`src/rtl/mod_add_serial_drv_if.sv`:
```
// Bundle of the request, adder-side serial and response signals of mod_add_serial_drv.
// slave = the driver itself, master = the environment (requester, serial adder, response sink).
interface mod_add_serial_drv_if #(
    parameter int WIDTH = 256
);
    logic             req_valid;
    logic             req_ready;
    logic [WIDTH-1:0] req_a;
    logic [WIDTH-1:0] req_b;
    logic [1:0]       req_sel;
    logic             nu_1;
    logic             nu_2;
    logic [1:0]       sel;
    logic             start_add;
    logic             add_nu;
    logic             done_add;
    logic             rsp_valid;
    logic             rsp_ready;
    logic [WIDTH-1:0] rsp_data;
    logic             rsp_err;

    modport slave (
        input  req_valid, req_a, req_b, req_sel, add_nu, done_add, rsp_ready,
        output req_ready, nu_1, nu_2, sel, start_add, rsp_valid, rsp_data, rsp_err
    );

    modport master (
        output req_valid, req_a, req_b, req_sel, add_nu, done_add, rsp_ready,
        input  req_ready, nu_1, nu_2, sel, start_add, rsp_valid, rsp_data, rsp_err
    );
endinterface

```
`src/rtl/mod_add_serial_drv.sv`:
```
// Serial driver for a bit-serial adder: shifts operands out LSB first, pulses start, captures the serial result.
// Optional WAIT watchdog enabled by defining MOD_ADD_DRV_TIMEOUT_EN.
module mod_add_serial_drv #(
    parameter int WIDTH   = 256,
    parameter int TIMEOUT = 1024
) (
    input  logic                clk,
    input  logic                rst,
    mod_add_serial_drv_if.slave bus
);
    localparam int CW = $clog2(WIDTH) + 1;
    localparam logic [CW-1:0] LAST_BIT = CW'(WIDTH - 1);

    typedef enum logic [2:0] {
        S_IDLE,
        S_SHIFT,
        S_START,
        S_WAIT,
        S_CAPT,
        S_RESP
    } state_t;

    state_t           r_state;
    logic [WIDTH-1:0] r_a;
    logic [WIDTH-1:0] r_b;
    logic [WIDTH-1:0] r_res;
    logic [CW-1:0]    r_cnt;
    logic             r_nu1;
    logic             r_nu2;
    logic             r_start;
    logic             r_ready;
    logic             r_valid;
    logic [1:0]       r_sel;

`ifdef MOD_ADD_DRV_TIMEOUT_EN
    localparam int TW = $clog2(TIMEOUT + 1);
    localparam logic [TW-1:0] LAST_WAIT = TW'(TIMEOUT - 1);
    logic [TW-1:0] r_wd;
    logic          r_err;
`endif

    // r_a/r_b hold the bits still to be sent; the bit on nu_1/nu_2 was already popped off.
    always_ff @(posedge clk or posedge rst) begin
        if (rst) begin
            r_state <= S_IDLE;
            r_a     <= '0;
            r_b     <= '0;
            r_res   <= '0;
            r_cnt   <= '0;
            r_nu1   <= 1'b0;
            r_nu2   <= 1'b0;
            r_start <= 1'b0;
            r_ready <= 1'b1;
            r_valid <= 1'b0;
            r_sel   <= 2'b00;
`ifdef MOD_ADD_DRV_TIMEOUT_EN
            r_wd    <= '0;
            r_err   <= 1'b0;
`endif
        end else begin
            case (r_state)
                S_IDLE: begin
                    if (bus.req_valid) begin
                        r_a     <= bus.req_a >> 1;
                        r_b     <= bus.req_b >> 1;
                        r_nu1   <= bus.req_a[0];
                        r_nu2   <= bus.req_b[0];
                        r_sel   <= bus.req_sel;
                        r_cnt   <= '0;
                        r_ready <= 1'b0;
`ifdef MOD_ADD_DRV_TIMEOUT_EN
                        r_err   <= 1'b0;
`endif
                        r_state <= S_SHIFT;
                    end
                end
                S_SHIFT: begin
                    if (r_cnt == LAST_BIT) begin
                        r_nu1   <= 1'b0;
                        r_nu2   <= 1'b0;
                        r_start <= 1'b1;
                        r_state <= S_START;
                    end else begin
                        r_nu1 <= r_a[0];
                        r_nu2 <= r_b[0];
                        r_a   <= r_a >> 1;
                        r_b   <= r_b >> 1;
                        r_cnt <= r_cnt + CW'(1);
                    end
                end
                S_START: begin
                    r_start <= 1'b0;
`ifdef MOD_ADD_DRV_TIMEOUT_EN
                    r_wd    <= '0;
`endif
                    r_state <= S_WAIT;
                end
                S_WAIT: begin
                    if (bus.done_add) begin
                        r_cnt   <= '0;
                        r_state <= S_CAPT;
                    end
`ifdef MOD_ADD_DRV_TIMEOUT_EN
                    else if (r_wd == LAST_WAIT) begin
                        r_res   <= '0;
                        r_err   <= 1'b1;
                        r_valid <= 1'b1;
                        r_state <= S_RESP;
                    end else begin
                        r_wd <= r_wd + TW'(1);
                    end
`endif
                end
                // Result arrives LSB first, so shifting in at the MSB lands sample i on bit i.
                S_CAPT: begin
                    r_res <= {bus.add_nu, r_res[WIDTH-1:1]};
                    if (r_cnt == LAST_BIT) begin
                        r_valid <= 1'b1;
                        r_state <= S_RESP;
                    end else begin
                        r_cnt <= r_cnt + CW'(1);
                    end
                end
                S_RESP: begin
                    if (bus.rsp_ready) begin
                        r_valid <= 1'b0;
                        r_ready <= 1'b1;
                        r_state <= S_IDLE;
                    end
                end
                default: begin
                    r_state <= S_IDLE;
                end
            endcase
        end
    end

    assign bus.req_ready = r_ready;
    assign bus.nu_1      = r_nu1;
    assign bus.nu_2      = r_nu2;
    assign bus.sel       = r_sel;
    assign bus.start_add = r_start;
    assign bus.rsp_valid = r_valid;
    assign bus.rsp_data  = r_res;
`ifdef MOD_ADD_DRV_TIMEOUT_EN
    assign bus.rsp_err   = r_err;
`else
    assign bus.rsp_err   = 1'b0;
`endif

endmodule

```
`src/flat_wrapper.sv`:
```
// flat-port wrapper written by rule: the top's interface ports become plain ports
module mod_add_serial_drv_flat 
#(
    parameter int WIDTH   = 256,
    parameter int TIMEOUT = 1024
)
  (clk, rst, bus_req_valid, bus_req_a, bus_req_b, bus_req_sel, bus_add_nu, bus_done_add, bus_rsp_ready, bus_req_ready, bus_nu_1, bus_nu_2, bus_sel, bus_start_add, bus_rsp_valid, bus_rsp_data, bus_rsp_err);
  mod_add_serial_drv_if #(.WIDTH(WIDTH)) bus_i ();
  input  logic clk;
  input  logic rst;
  input wire logic [$bits(bus_i.req_valid)-1:0] bus_req_valid;
  input wire logic [$bits(bus_i.req_a)-1:0] bus_req_a;
  input wire logic [$bits(bus_i.req_b)-1:0] bus_req_b;
  input wire logic [$bits(bus_i.req_sel)-1:0] bus_req_sel;
  input wire logic [$bits(bus_i.add_nu)-1:0] bus_add_nu;
  input wire logic [$bits(bus_i.done_add)-1:0] bus_done_add;
  input wire logic [$bits(bus_i.rsp_ready)-1:0] bus_rsp_ready;
  output wire logic [$bits(bus_i.req_ready)-1:0] bus_req_ready;
  output wire logic [$bits(bus_i.nu_1)-1:0] bus_nu_1;
  output wire logic [$bits(bus_i.nu_2)-1:0] bus_nu_2;
  output wire logic [$bits(bus_i.sel)-1:0] bus_sel;
  output wire logic [$bits(bus_i.start_add)-1:0] bus_start_add;
  output wire logic [$bits(bus_i.rsp_valid)-1:0] bus_rsp_valid;
  output wire logic [$bits(bus_i.rsp_data)-1:0] bus_rsp_data;
  output wire logic [$bits(bus_i.rsp_err)-1:0] bus_rsp_err;
  assign bus_i.req_valid = bus_req_valid;
  assign bus_i.req_a = bus_req_a;
  assign bus_i.req_b = bus_req_b;
  assign bus_i.req_sel = bus_req_sel;
  assign bus_i.add_nu = bus_add_nu;
  assign bus_i.done_add = bus_done_add;
  assign bus_i.rsp_ready = bus_rsp_ready;
  assign bus_req_ready = bus_i.req_ready;
  assign bus_nu_1 = bus_i.nu_1;
  assign bus_nu_2 = bus_i.nu_2;
  assign bus_sel = bus_i.sel;
  assign bus_start_add = bus_i.start_add;
  assign bus_rsp_valid = bus_i.rsp_valid;
  assign bus_rsp_data = bus_i.rsp_data;
  assign bus_rsp_err = bus_i.rsp_err;
  mod_add_serial_drv #(.WIDTH(WIDTH), .TIMEOUT(TIMEOUT)) u_core (.clk(clk), .rst(rst), .bus(bus_i));
endmodule
```
`config.mk`:
```
export PLATFORM = sky130hd
export DESIGN_NAME = mod_add_serial_drv_flat
export DESIGN_NICKNAME = d
export VERILOG_FILES = /design/src/rtl/mod_add_serial_drv_if.sv /design/src/rtl/mod_add_serial_drv.sv /design/src/flat_wrapper.sv
export SDC_FILE = /design/constraint.sdc
export NUM_CORES = 2
export LEC_CHECK = 0
export CAP_MARGIN = 20
export CORE_AREA = 2 2 302 304
export CTS_CLUSTER_SIZE = 24
export DETAILED_ROUTE_END_ITERATION = 6
export DIE_AREA = 0 0 304 306
export HOLD_SLACK_MARGIN = 0.15
export PLACE_DENSITY = 0.68
export SLEW_MARGIN = 10
export SYNTH_ARGS = -nofsm -noshare
export SYNTH_HDL_FRONTEND = slang
export SYNTH_SLANG_ARGS = --single-unit
export TNS_END_PERCENT = 50
```
`constraint.sdc`:
```
create_clock -name clk -period 33.4 [get_ports clk]
set_input_delay 3.34 -clock clk [delete_from_list [all_inputs] [get_ports clk]]
set_output_delay 3.34 -clock clk [all_outputs]
set_load 0.01 [all_outputs]
```
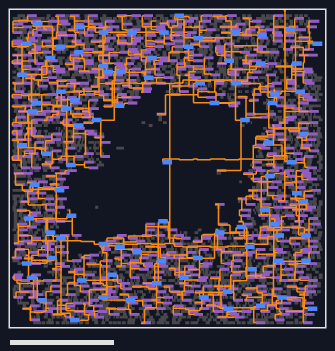
clock_wires.png
Scale bar: 100 µm.
- orange: clock wires (length 10,800 µm)
- purple: flip-flops (count 785)
- blue: clock-net drivers (count 89)
- flops lie: all over the die
- routed clock nets: 90

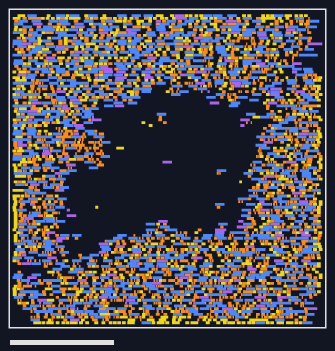
class_map.png
Scale bar: 100 µm.
- yellow: remaining buffers and delay cells (cells 812; share of their area 19%)
- orange: remaining logic cells (cells 1,870; share of their area 30%)
- purple: clock drivers and dummy loads (cells 156; share of their area 6.9%)
- blue: registers (cells 785; share of their area 45%)

==> run summary <==
run metrics: area share, top type=58.16%, Yosys cell types=43, CTS buffer count=89, clk sinks=785, unrepaired setup endpoints after global routing=false, Die Area=0.09302 mm², most frequent logic cell in the layout=dfrtp_1, Mapped Cells=approximately 2,900, Mapped Area=0.03373 mm², first-pass GRT wire length=145.7 mm, GPL Wtd Cong=0.8473, Setup Crit Path Kind=in2reg, Mean Syn Cell Area=~12 µm², IO Port Bufs=a little under 800, worst ir drop on vdd=0.04232 mV, Tool Warnings=44, PostCTS Resize Cnt=0, Top cell by count, worst path=buf_4, Static Leakage=between 0.02 and 0.025 µW, Synth Net Count=3,379, Antenna Violating Nets Remaining=0, CTS clk-pin slew, worst paths=roughly 60 ps, Hold Crit Class=reg2reg, maxcap violations=0, vias per cell=4.879, per-cell routed wire length=19.68 µm, yosys stat area=0.03373 mm², FP Util=between 30 and 40%, vias=23,550, worst endpoint data arrival time=7290 ps, Post CTS Setup Buffer Count=0, Worst-Skew Late Latency=670 ps, Worst slew margin=between 20% and 30%, DPL Wire Length=67.20 mm, Fin Clk Skew=26.61 ps, critical path required time=33,920 ps, CP Max Fanout=roughly 260, post-synthesis sequential area ratio=around three fifths, critical path launch point type=primary input, final-report max-slew violation count=0, status=complete, no violations, final wirelength=roughly 95 mm, Area Overhead vs Synth=34.73%, Setup crit end kind=flip-flop, H-tree Lvls=3, dominant cell type by area after synthesis=dfrtp_1, Hold Buf Count CTS=0, Worst Tran Pin Value=1140 ps, cell count in the Yosys report=2,857, total global routing overflow=0, CTS tree=done, max frequency=147.8 MHz, Final Setup Violations=0, Chip Height=around 300 µm, Top Ports=784, DRC Markers=0, Layout Nets=4,080, DR iter-0 viols=1,663, fin crit period=6767 ps, Hold Path Stages=2, clk buf depth=3, synth warn=0
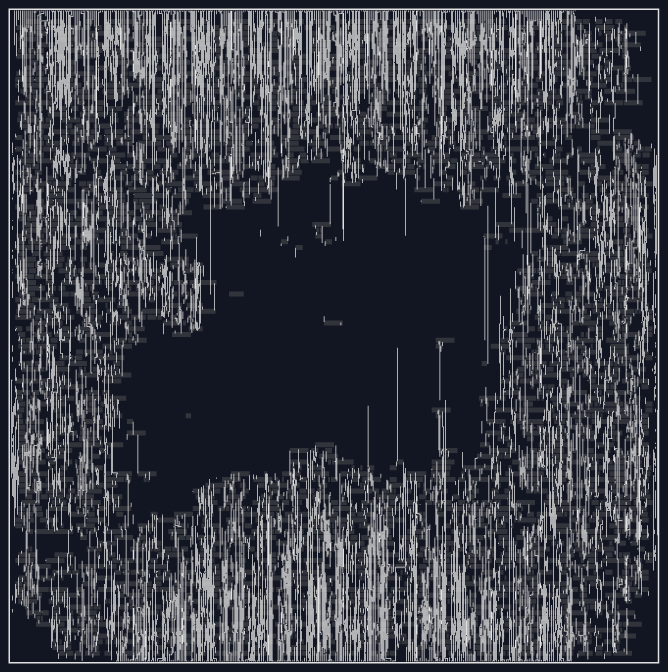
m2.png
Cells faint in the background.
- nets with wire on the layer: 3,423
- main direction: vertical
- wire length on this layer: 46.4 mm
- share of all routed wire: 49%

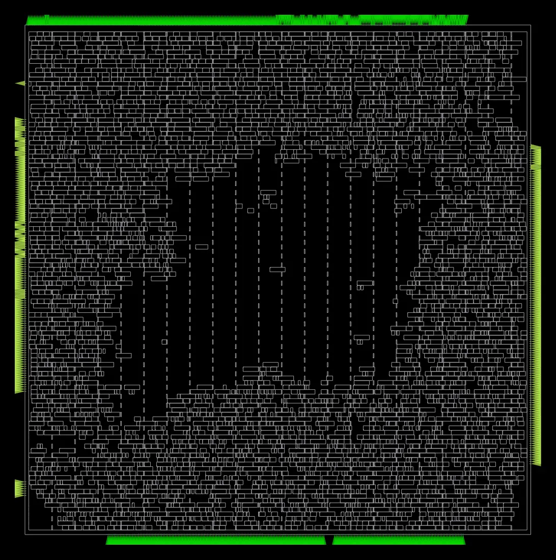
placed.png
core area: 0.08960 mm²
tap cells: 1,176
flop share of the area: 43.22%
fin cells: 4,826
Core Util, Final: 50.73%

==> power breakdown <==
group	switching [µW]	leakage, µW	internal [µW]
registers	173	0.0101	1270
clock network	411	0.00150	602
logic	408	0.0104	371
==> through the flow <==
stage / instances / power (µW) / setup WS (ps) / hold slack (ps) / area (µm²)
after floorplan: 2857 / 2024 / 8021 / 449.6 / 33730
after global placement: 4638 / 2210 / 25720 / 459.8 / 42210
after detailed placement: 4638 / 2249 / 25650 / 469.4 / 42210
after CTS: 4794 / 3273 / 26400 / 481.8 / 45250
after global routing: 4825 / 3457 / 26280 / 496.4 / 45450
final: 4826 / 3236 / 26630 / 475.1 / 45450
==> cell families (layout without fill, tap and decap cells) <==
family / after synthesis / after routing / synth area share, %
other: 1 / 28 / 0.01112
AND/OR/NAND/NOR: 554 / 554 / 6.439
multiplexers: 770 / 770 / 23.81
flip-flops: 785 / 785 / 58.23
buffers and inverters: 205 / 971 / 3.216
XOR/XNOR: 1 / 1 / 0.02597
AND-OR/OR-AND: 539 / 539 / 8.193
adder cells (fa/ha/maj): 2 / 2 / 0.07417
==> layer usage <==
layer	track usage, %	share of wire [%]
met1	25.26	42
met3	5.551	6.0
met2	32.80	49
met4	8.793	3.5
met5	0	0.10
==> path summary, 6_finish.rpt <==
| path | startpoint | endpoint | slack [ps] |
|---|---|---|---|
| worst max-delay path | bus_req_valid | u_core.r_b[148] | 26630 |
| worst min-delay path | u_core.r_b[61] | u_core.r_b[61] | 480 |
| worst min register to register | u_core.r_b[61] | u_core.r_b[61] | 480 |
| min in group asynchronous | rst | u_core.bus.rsp_data[62] | 3230 |
| max in group asynchronous | rst | u_core.r_b[9] | 27860 |
| worst max register to register | u_core.r_state[1] | u_core.r_a[204] | 27440 |
==> cells in the mapped netlist, drive strengths merged <==
master	n
dfrtp	784
nand2	521
o21ai	516
mux2i	511
mux2	259
buf	116
clkbuf	86
a21oi	6
nand3	5
nor2	5
a211o	4
nor2b	4
a21o	3
a22o	3
and3	3
inv	3
nand2b	3
nor3	3
ha	2
nor3b	2
o31ai	2
or2	2
a221o	1
and2	1
and2b	1
conb	1
dfstp	1
nand3b	1
nand4b	1
nor4	1
nor4b	1
o211a	1
o211ai	1
o21a	1
o22ai	1
xor2	1
==> sequential cells by signal, summed over array words and instances, names as in the netlist <==
register,count
u_core.r_cnt,9
u_core.bus.nu_1,1
u_core.bus.nu_2,1
u_core.bus.start_add,1
u_core.bus.sel,2
u_core.r_b,255
u_core.bus.req_ready,1
u_core.r_a,255
u_core.r_state,3
u_core.bus.rsp_valid,1
u_core.bus.rsp_data,256
==> worst max-delay path, delay by kind of cell <==
family | cells | cell delay [ps]
AND-OR/OR-AND | 2 | 790
buffers and inverters | 5 | 2510
AND/OR/NAND/NOR | 1 | 180
==> cell type report <==
cell class | count | area [µm²]
diodes | 27 | 67.56
multi-input cells | 1867 | 13010
flip-flops and latches | 785 | 19650
clock buffers | 125 | 2572
fillers | 7946 | 44150
well taps | 1176 | 1471
clock inverters | 31 | 466.7
inverters | 3 | 18.77
repair buffers | 812 | 8195
No activity file was given, so power comes from the tool's default toggle rates.
